===== src/rtl/md_pkg.sv =====
// Shared types and helpers for the iterative multiply/divide unit.
package md_pkg;

  // Operation codes follow the RISC-V M-extension funct3 encoding.
  typedef enum logic [2:0] {
    OP_MUL    = 3'b000,
    OP_MULH   = 3'b001,
    OP_MULHSU = 3'b010,
    OP_MULHU  = 3'b011,
    OP_DIV    = 3'b100,
    OP_DIVU   = 3'b101,
    OP_REM    = 3'b110,
    OP_REMU   = 3'b111
  } md_op_t;

  typedef enum logic [1:0] {
    ST_IDLE = 2'd0,
    ST_CALC = 2'd1,
    ST_DONE = 2'd2
  } md_state_t;

  // Divide and remainder share funct3[2] = 1.
  function automatic logic is_div(input md_op_t op);
    return op[2];
  endfunction

  // Source 1 is treated as signed by MULH, MULHSU, DIV and REM.
  function automatic logic is_signed_a(input md_op_t op);
    return (op == OP_MULH) || (op == OP_MULHSU) || (op == OP_DIV) || (op == OP_REM);
  endfunction

  // Source 2 is treated as signed by MULH, DIV and REM.
  function automatic logic is_signed_b(input md_op_t op);
    return (op == OP_MULH) || (op == OP_DIV) || (op == OP_REM);
  endfunction

endpackage


===== src/rtl/md_unit_step.sv =====
// Combinational iteration stage: UNROLL shift-add (multiply) or
// restoring-subtract (divide) steps on the {hi, lo} working pair.
//   multiply: {hi, lo} is the product register, lo starts as the multiplier,
//             i_opnd is the multiplicand; each step adds then shifts right.
//   divide:   hi is the partial remainder, lo starts as the dividend and
//             fills with quotient bits from the right; i_opnd is the divisor.
module md_step #(
  parameter int XLEN   = 32,
  parameter int UNROLL = 1
) (
  input  logic            i_is_div,
  input  logic [XLEN-1:0] i_hi,
  input  logic [XLEN-1:0] i_lo,
  input  logic [XLEN-1:0] i_opnd,
  output logic [XLEN-1:0] o_hi,
  output logic [XLEN-1:0] o_lo
);

  logic [XLEN-1:0] w_hi;
  logic [XLEN-1:0] w_lo;
  logic [XLEN:0]   w_sh;
  logic [XLEN:0]   w_diff;
  logic [XLEN:0]   w_sum;

  // Chain UNROLL single-bit steps; the remainder stays below the divisor so
  // the XLEN+1 bit subtraction borrow (bit XLEN) is the restore decision.
  always_comb begin
    w_hi   = i_hi;
    w_lo   = i_lo;
    w_sh   = '0;
    w_diff = '0;
    w_sum  = '0;
    for (int k = 0; k < UNROLL; k++) begin
      if (i_is_div) begin
        w_sh   = {w_hi, w_lo[XLEN-1]};
        w_diff = w_sh - {1'b0, i_opnd};
        if (!w_diff[XLEN]) begin
          w_hi = w_diff[XLEN-1:0];
          w_lo = {w_lo[XLEN-2:0], 1'b1};
        end else begin
          w_hi = w_sh[XLEN-1:0];
          w_lo = {w_lo[XLEN-2:0], 1'b0};
        end
      end else begin
        w_sum = {1'b0, w_hi} + (w_lo[0] ? {1'b0, i_opnd} : {(XLEN+1){1'b0}});
        w_hi  = w_sum[XLEN:1];
        w_lo  = {w_sum[0], w_lo[XLEN-1:1]};
      end
    end
  end

  assign o_hi = w_hi;
  assign o_lo = w_lo;

endmodule


===== src/rtl/md_unit.sv =====
// Iterative RV32M/RV64M multiply/divide unit for the execute stage.
// Handshake: a transfer happens on a rising edge where valid and ready are
// both high; in_ready is high only in IDLE, out_valid only in DONE, and the
// result and tag stay stable while out_valid is high and out_ready is low.
module md_unit
  import md_pkg::*;
#(
  parameter int XLEN   = 32,
  parameter int UNROLL = 1
) (
  input  logic            clk,
  input  logic            rst_n,
  input  logic            flush,
  input  logic            in_valid,
  output logic            in_ready,
  input  logic [2:0]      in_op,
  input  logic [XLEN-1:0] in_a,
  input  logic [XLEN-1:0] in_b,
  input  logic [4:0]      in_rd,
  output logic            out_valid,
  input  logic            out_ready,
  output logic [XLEN-1:0] out_result,
  output logic [4:0]      out_rd,
  output logic [1:0]      o_dbg_state
);

  localparam int N  = XLEN / UNROLL;
  localparam int CW = $clog2(N);
  localparam logic [XLEN-1:0] MIN_NEG = {1'b1, {(XLEN-1){1'b0}}};

  // Reject unsupported widths and unroll factors at elaboration.
  if (!((XLEN == 32) || (XLEN == 64)) || !((UNROLL == 1) || (UNROLL == 2) || (UNROLL == 4))
      || ((XLEN % UNROLL) != 0)) begin : g_bad_param
    $error("md_unit: illegal XLEN/UNROLL combination");
  end

  md_state_t       r_state;
  logic [CW-1:0]   r_cnt;
  md_op_t          r_op;
  logic            r_neg;
  logic [XLEN-1:0] r_hi;
  logic [XLEN-1:0] r_lo;
  logic [XLEN-1:0] r_opnd;
  logic [4:0]      r_tag;
  logic [XLEN-1:0] r_result;
  logic [4:0]      r_rd;

  md_op_t          w_op;
  logic            w_a_neg;
  logic            w_b_neg;
  logic [XLEN-1:0] w_a_mag;
  logic [XLEN-1:0] w_b_mag;
  logic            w_div_zero;
  logic            w_ovf;
  logic            w_special;
  logic [XLEN-1:0] w_special_res;
  logic            w_neg;
  logic [XLEN-1:0] w_step_hi;
  logic [XLEN-1:0] w_step_lo;
  logic [2*XLEN-1:0] w_prod;
  logic [2*XLEN-1:0] w_prod_fix;
  logic [XLEN-1:0] w_quo_fix;
  logic [XLEN-1:0] w_rem_fix;
  logic [XLEN-1:0] w_final;

  // Decode the request: operand magnitudes, result sign and special cases.
  always_comb begin
    w_op          = md_op_t'(in_op);
    w_a_neg       = is_signed_a(w_op) && in_a[XLEN-1];
    w_b_neg       = is_signed_b(w_op) && in_b[XLEN-1];
    w_a_mag       = w_a_neg ? (~in_a + 1'b1) : in_a;
    w_b_mag       = w_b_neg ? (~in_b + 1'b1) : in_b;
    w_div_zero    = is_div(w_op) && (in_b == '0);
    w_ovf         = ((w_op == OP_DIV) || (w_op == OP_REM)) && (in_a == MIN_NEG) && (in_b == '1);
    w_special     = w_div_zero || w_ovf;
    w_special_res = '0;
    if (w_div_zero) begin
      w_special_res = w_op[1] ? in_a : '1;
    end else if (w_ovf) begin
      w_special_res = (w_op == OP_DIV) ? in_a : '0;
    end
    // Remainder takes the dividend's sign; everything else the xor of signs.
    w_neg = (is_div(w_op) && w_op[1]) ? w_a_neg : (w_a_neg ^ w_b_neg);
  end

  md_step #(
    .XLEN   (XLEN),
    .UNROLL (UNROLL)
  ) u_step (
    .i_is_div (is_div(r_op)),
    .i_hi     (r_hi),
    .i_lo     (r_lo),
    .i_opnd   (r_opnd),
    .o_hi     (w_step_hi),
    .o_lo     (w_step_lo)
  );

  // Sign fix-up and result selection from the final iteration's output.
  always_comb begin
    w_prod     = {w_step_hi, w_step_lo};
    w_prod_fix = r_neg ? (~w_prod + 1'b1) : w_prod;
    w_quo_fix  = r_neg ? (~w_step_lo + 1'b1) : w_step_lo;
    w_rem_fix  = r_neg ? (~w_step_hi + 1'b1) : w_step_hi;
    w_final    = '0;
    case (r_op)
      OP_MUL:                       w_final = w_prod_fix[XLEN-1:0];
      OP_MULH, OP_MULHSU, OP_MULHU: w_final = w_prod_fix[2*XLEN-1:XLEN];
      OP_DIV, OP_DIVU:              w_final = w_quo_fix;
      OP_REM, OP_REMU:              w_final = w_rem_fix;
      default:                      w_final = '0;
    endcase
  end

  // Main FSM: accept in IDLE, iterate in CALC, hold the result in DONE.
  always_ff @(posedge clk or negedge rst_n) begin
    if (!rst_n) begin
      r_state  <= ST_IDLE;
      r_cnt    <= '0;
      r_op     <= OP_MUL;
      r_neg    <= 1'b0;
      r_hi     <= '0;
      r_lo     <= '0;
      r_opnd   <= '0;
      r_tag    <= '0;
      r_result <= '0;
      r_rd     <= '0;
    end else if (flush) begin
      r_state <= ST_IDLE;
    end else begin
      case (r_state)
        ST_IDLE: begin
          if (in_valid) begin
            r_op  <= w_op;
            r_neg <= w_neg;
            r_tag <= in_rd;
            r_hi  <= '0;
            r_cnt <= CW'(N - 1);
            if (is_div(w_op)) begin
              r_lo   <= w_a_mag;
              r_opnd <= w_b_mag;
            end else begin
              r_lo   <= w_b_mag;
              r_opnd <= w_a_mag;
            end
            if (w_special) begin
              r_result <= w_special_res;
              r_rd     <= in_rd;
              r_state  <= ST_DONE;
            end else begin
              r_state <= ST_CALC;
            end
          end
        end
        ST_CALC: begin
          r_hi  <= w_step_hi;
          r_lo  <= w_step_lo;
          r_cnt <= r_cnt - 1'b1;
          if (r_cnt == '0) begin
            r_result <= w_final;
            r_rd     <= r_tag;
            r_state  <= ST_DONE;
          end
        end
        ST_DONE: begin
          if (out_ready) begin
            r_state <= ST_IDLE;
          end
        end
        default: r_state <= ST_IDLE;
      endcase
    end
  end

  assign in_ready    = (r_state == ST_IDLE);
  assign out_valid   = (r_state == ST_DONE);
  assign out_result  = r_result;
  assign out_rd      = r_rd;
  assign o_dbg_state = r_state;

endmodule


===== config.mk =====
export PLATFORM = sky130hd
export DESIGN_NAME = md_unit
export DESIGN_NICKNAME = d
export VERILOG_FILES = /design/src/rtl/md_pkg.sv /design/src/rtl/md_unit_step.sv /design/src/rtl/md_unit.sv
export SDC_FILE = /design/constraint.sdc
export NUM_CORES = 1
export LEC_CHECK = 0
export ABC_AREA = 1
export CAP_MARGIN = 30
export CORE_AREA = 2 2 189 283
export CTS_CLUSTER_DIAMETER = 60
export CTS_CLUSTER_SIZE = 28
export DETAILED_ROUTE_END_ITERATION = 7
export DIE_AREA = 0 0 191 285
export PLACE_DENSITY = 0.56
export SLEW_MARGIN = 20
export SYNTH_ARGS = -nofsm -noshare
export SYNTH_HDL_FRONTEND = slang
export SYNTH_SLANG_ARGS = --single-unit

===== constraint.sdc =====
create_clock -name clk -period 8.55 [get_ports clk]
set_input_delay 2.565 -clock clk [delete_from_list [all_inputs] [get_ports clk]]
set_output_delay 2.565 -clock clk [all_outputs]
set_load 0.1 [all_outputs]

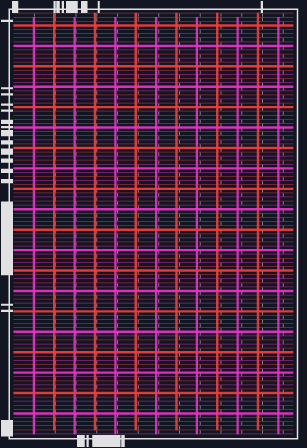
Run 1: PDN straps and rails
Pins as bars on the die edge. Tap cells in grey.
colour	net
red	VDD
magenta	VSS
tap cells	682
signal pins	118

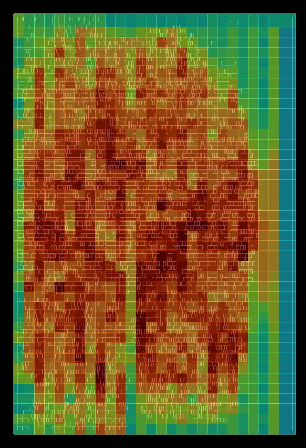
Run 1: routing congestion
Tot GR Track Use: 32.3%
drt wl/cell: 22.8 um
met3 Usage GRT: 3.32%
Top Usage Layer GRT: met2
GR met2 Demand/Resource: 56.3%

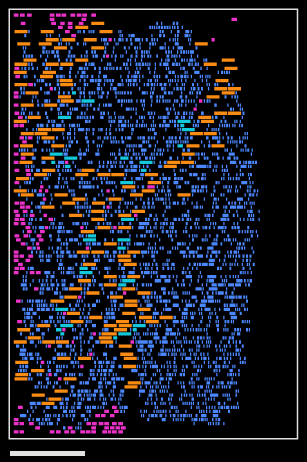
Run 1: cell classes on the final placement
Bar = 50 um.
colour	class	cells	share of their area
magenta	other buffers and delay cells	153	7.4%
orange	flops	149	19%
cyan	clock drivers and dummy loads	32	3.1%
blue	combinational and other logic	2829	71%
row cnt: 103
CORE AREA: 0.0522 mm2
fin util: 39.3%

==> results.py, run 1 <==
# Physical implementation metrics
metrics = {
    "placed_design": {
        "dpl_worst_slack_ns": 2.02,
        "placed_area_mm2": 0.0199,
        "dpl.cell_count": 3812,
        "place.detailed.hpwl_um": 72000,
        "port-buffer-count": 117,
    },
    "critical_path": {
        "cp-end-kind": "flip-flop",
        "cp_max_fo": 55,
        "crit_required_ns": 8.94,
        "worst_r2r_startpoint": "r_opnd[0]$_DFFE_PN0P_",
        "arrival_ns": 6.46,
        "cp_slowest_cell": "inv_1",
        "path_buffers": 4,
        "crit_end": "out_result[13]$_DFFE_PN0P_",
        "rrSetupSlack_ns": 2.91,
        "cp_slowest_stage_delay_ns": 0.50,
        "path_class": "in2reg",
        "cp-startpoint": "in_b[0]",
    },
    "timing": {
        "setup_tns_ns": 0,
        "rsz0062_at_grt": "false",
        "finalMaxSlewViolations": 0,
        "hold_ws_ns": 0.491,
        "hold_viol_final": 0,
        "fmax_mhz": 165,
        "setup_viol": 0,
    },
    "route": {
        "firstDrtPassIters": 8,
        "route.met3.wl_um": 4340,
        "vias": 20900,
        "highest_layer": "met4",
        "wl_met2_um": 42600,
        "drt-vias-per-instance": 5.44,
        "wl_met1_um": 30700,
        "drt_iter0_markers": 1792,
    },
    "synth": {
        "ys_area_mm2": 0.0180,
        "post-synth-top-area-fraction_pct": 20.7,
        "ys_seq_share_pct": 20.7,
        "synth_area_mm2": 0.0180,
        "yosysMostFrequentCell": "nand2_1",
        "ys_types": 61,
        "numSynthFlops": 149,
        "ys.warnings.count": 0,
        "synth_adder_area_share_pct": 5.16,
        "synthTopCellsByCount": "nand2_1 (890), inv_1 (471), nor2_1 (280)",
        "avgSynthCellArea_um2": 5.84,
        "edf_count": 0,
        "synth-simple-area-share_pct": 38.7,
    },
    "hold_path": {
        "hold_depth": 2,
        "hold_end": "r_tag[1]$_DFFE_PN0P_",
        "hp-class": "reg2reg",
    },
    "global_route": {
        "grt_pass1_wl_um": 129000,
        "use_met1_pct": 33.4,
        "grt_max_degree": 65,
    },
    "cts": {
        "cts_hold_buf": 0,
        "cts_tree": "done",
        "cts.path.max_buffers": 2,
        "cts_buffers": 17,
        "postCtsSetupBuffers": 0,
    },
    "cells_and_area": {
        "seq_share_pct": 18.2,
        "lay_top_cells": "nand2_1 (890), inv_1 (471), nor2_1 (278)",
        "final-comb-area_mm2": 0.0120,
        "mostFrequentLayoutCell": "nand2_1",
        "logic_gates": 2347,
        "fin_cells": 3845,
        "final-clk-cell-share_pct": 2.95,
        "drive_above_1_share_pct": 6.39,
        "area_delta_synth_final_pct": 13.9,
    },
    "floorplan": {
        "die_h_um": 285,
    },
    "outcome": {
        "status": "completed",
    },
    "run": {
        "warning_count": 28,
        "cap_violations": 0,
    },
}
==> run 1 -> run 2 <==
==> constraint.sdc (replaced) <==
create_clock -name clk -period 5.6 [get_ports clk]
set_input_delay 1.68 -clock clk [delete_from_list [all_inputs] [get_ports clk]]
set_output_delay 1.68 -clock clk [all_outputs]
set_load 0.1 [all_outputs]
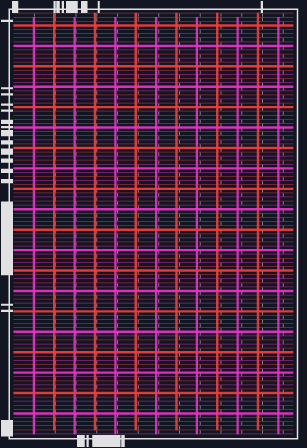
Run 2: PDN straps and rails
Pins as bars on the die edge. Tap cells in grey.
colour	net
magenta	VSS
red	VDD
met4 straps	13
met5 straps	20
rows	103
signal pins	118
Die Wd: 191 um

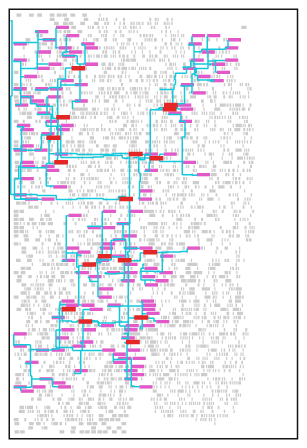
Run 2: routed clock nets over the placement
[red] clock drivers | count: 17
[magenta] flip-flops | count: 149
[cyan] clock wires | length: 2600 um
routed clock nets	18
Clock Skews: 0.0151 ns
Worst-Skew Late Latency: 0.46 ns

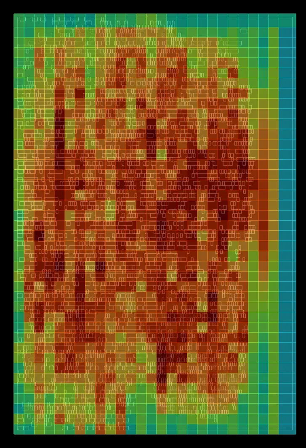
Run 2: routing congestion
drt wl/cell: 23.5 um
met3 Usage GRT: 3.79%
met1 Usage GRT: 33.9%

==> results.py, run 2 <==
# Physical implementation metrics
metrics = {
    "hold_path": {
        "hp-class": "reg2reg",
        "hold_end": "r_tag[0]$_DFFE_PN0P_",
        "hold_depth": 2,
    },
    "synth": {
        "numSynthFlops": 149,
        "post-synth-top-area-fraction_pct": 20.7,
        "ys_types": 61,
        "edf_count": 0,
        "synth-simple-area-share_pct": 38.7,
        "ys.warnings.count": 0,
        "ys_seq_share_pct": 20.7,
        "synth_adder_area_share_pct": 5.16,
        "yosysMostFrequentCell": "nand2_1",
        "synth_area_mm2": 0.0180,
        "avgSynthCellArea_um2": 5.84,
    },
    "cts": {
        "cts_tree": "done",
        "postCtsSetupBuffers": 0,
        "cts_hold_buf": 0,
    },
    "critical_path": {
        "cp_max_fo": 14,
        "cp_slowest_stage_delay_ns": 0.43,
        "path_class": "reg2reg",
        "crit_end": "out_result[0]$_DFFE_PN0P_",
        "rrSetupSlack_ns": 0.43,
        "cp-startpoint": "r_lo[31]$_DFFE_PN0P_",
        "path_buffers": 3,
        "cp-end-kind": "flip-flop",
        "worst_r2r_startpoint": "r_lo[31]$_DFFE_PN0P_",
        "cp_slowest_cell": "fa_1",
    },
    "route": {
        "route.met3.wl_um": 4740,
        "highest_layer": "met4",
        "wl_met2_um": 44700,
        "drt-vias-per-instance": 5.46,
        "drt_iter0_markers": 1873,
        "wl_met1_um": 31100,
    },
    "cells_and_area": {
        "lay_top_cells": "nand2_1 (890), inv_1 (469), nor2_1 (278)",
        "final-comb-area_mm2": 0.0121,
        "final_core_util_pct": 39.4,
        "fin_cells": 3852,
        "mostFrequentLayoutCell": "nand2_1",
        "seq_share_pct": 18.2,
    },
    "timing": {
        "hold_viol_final": 0,
        "finalMaxSlewViolations": 0,
        "fmax_mhz": 194,
    },
    "placed_design": {
        "place.detailed.hpwl_um": 73500,
        "placed_area_mm2": 0.0199,
        "dpl.cell_count": 3814,
        "port-buffer-count": 117,
    },
    "run": {
        "cap_violations": 0,
    },
    "global_route": {
        "grt_pass1_wl_um": 131000,
        "use_met2_pct": 58.5,
        "grt_max_degree": 76,
    },
    "outcome": {
        "status": "completed",
    },
}
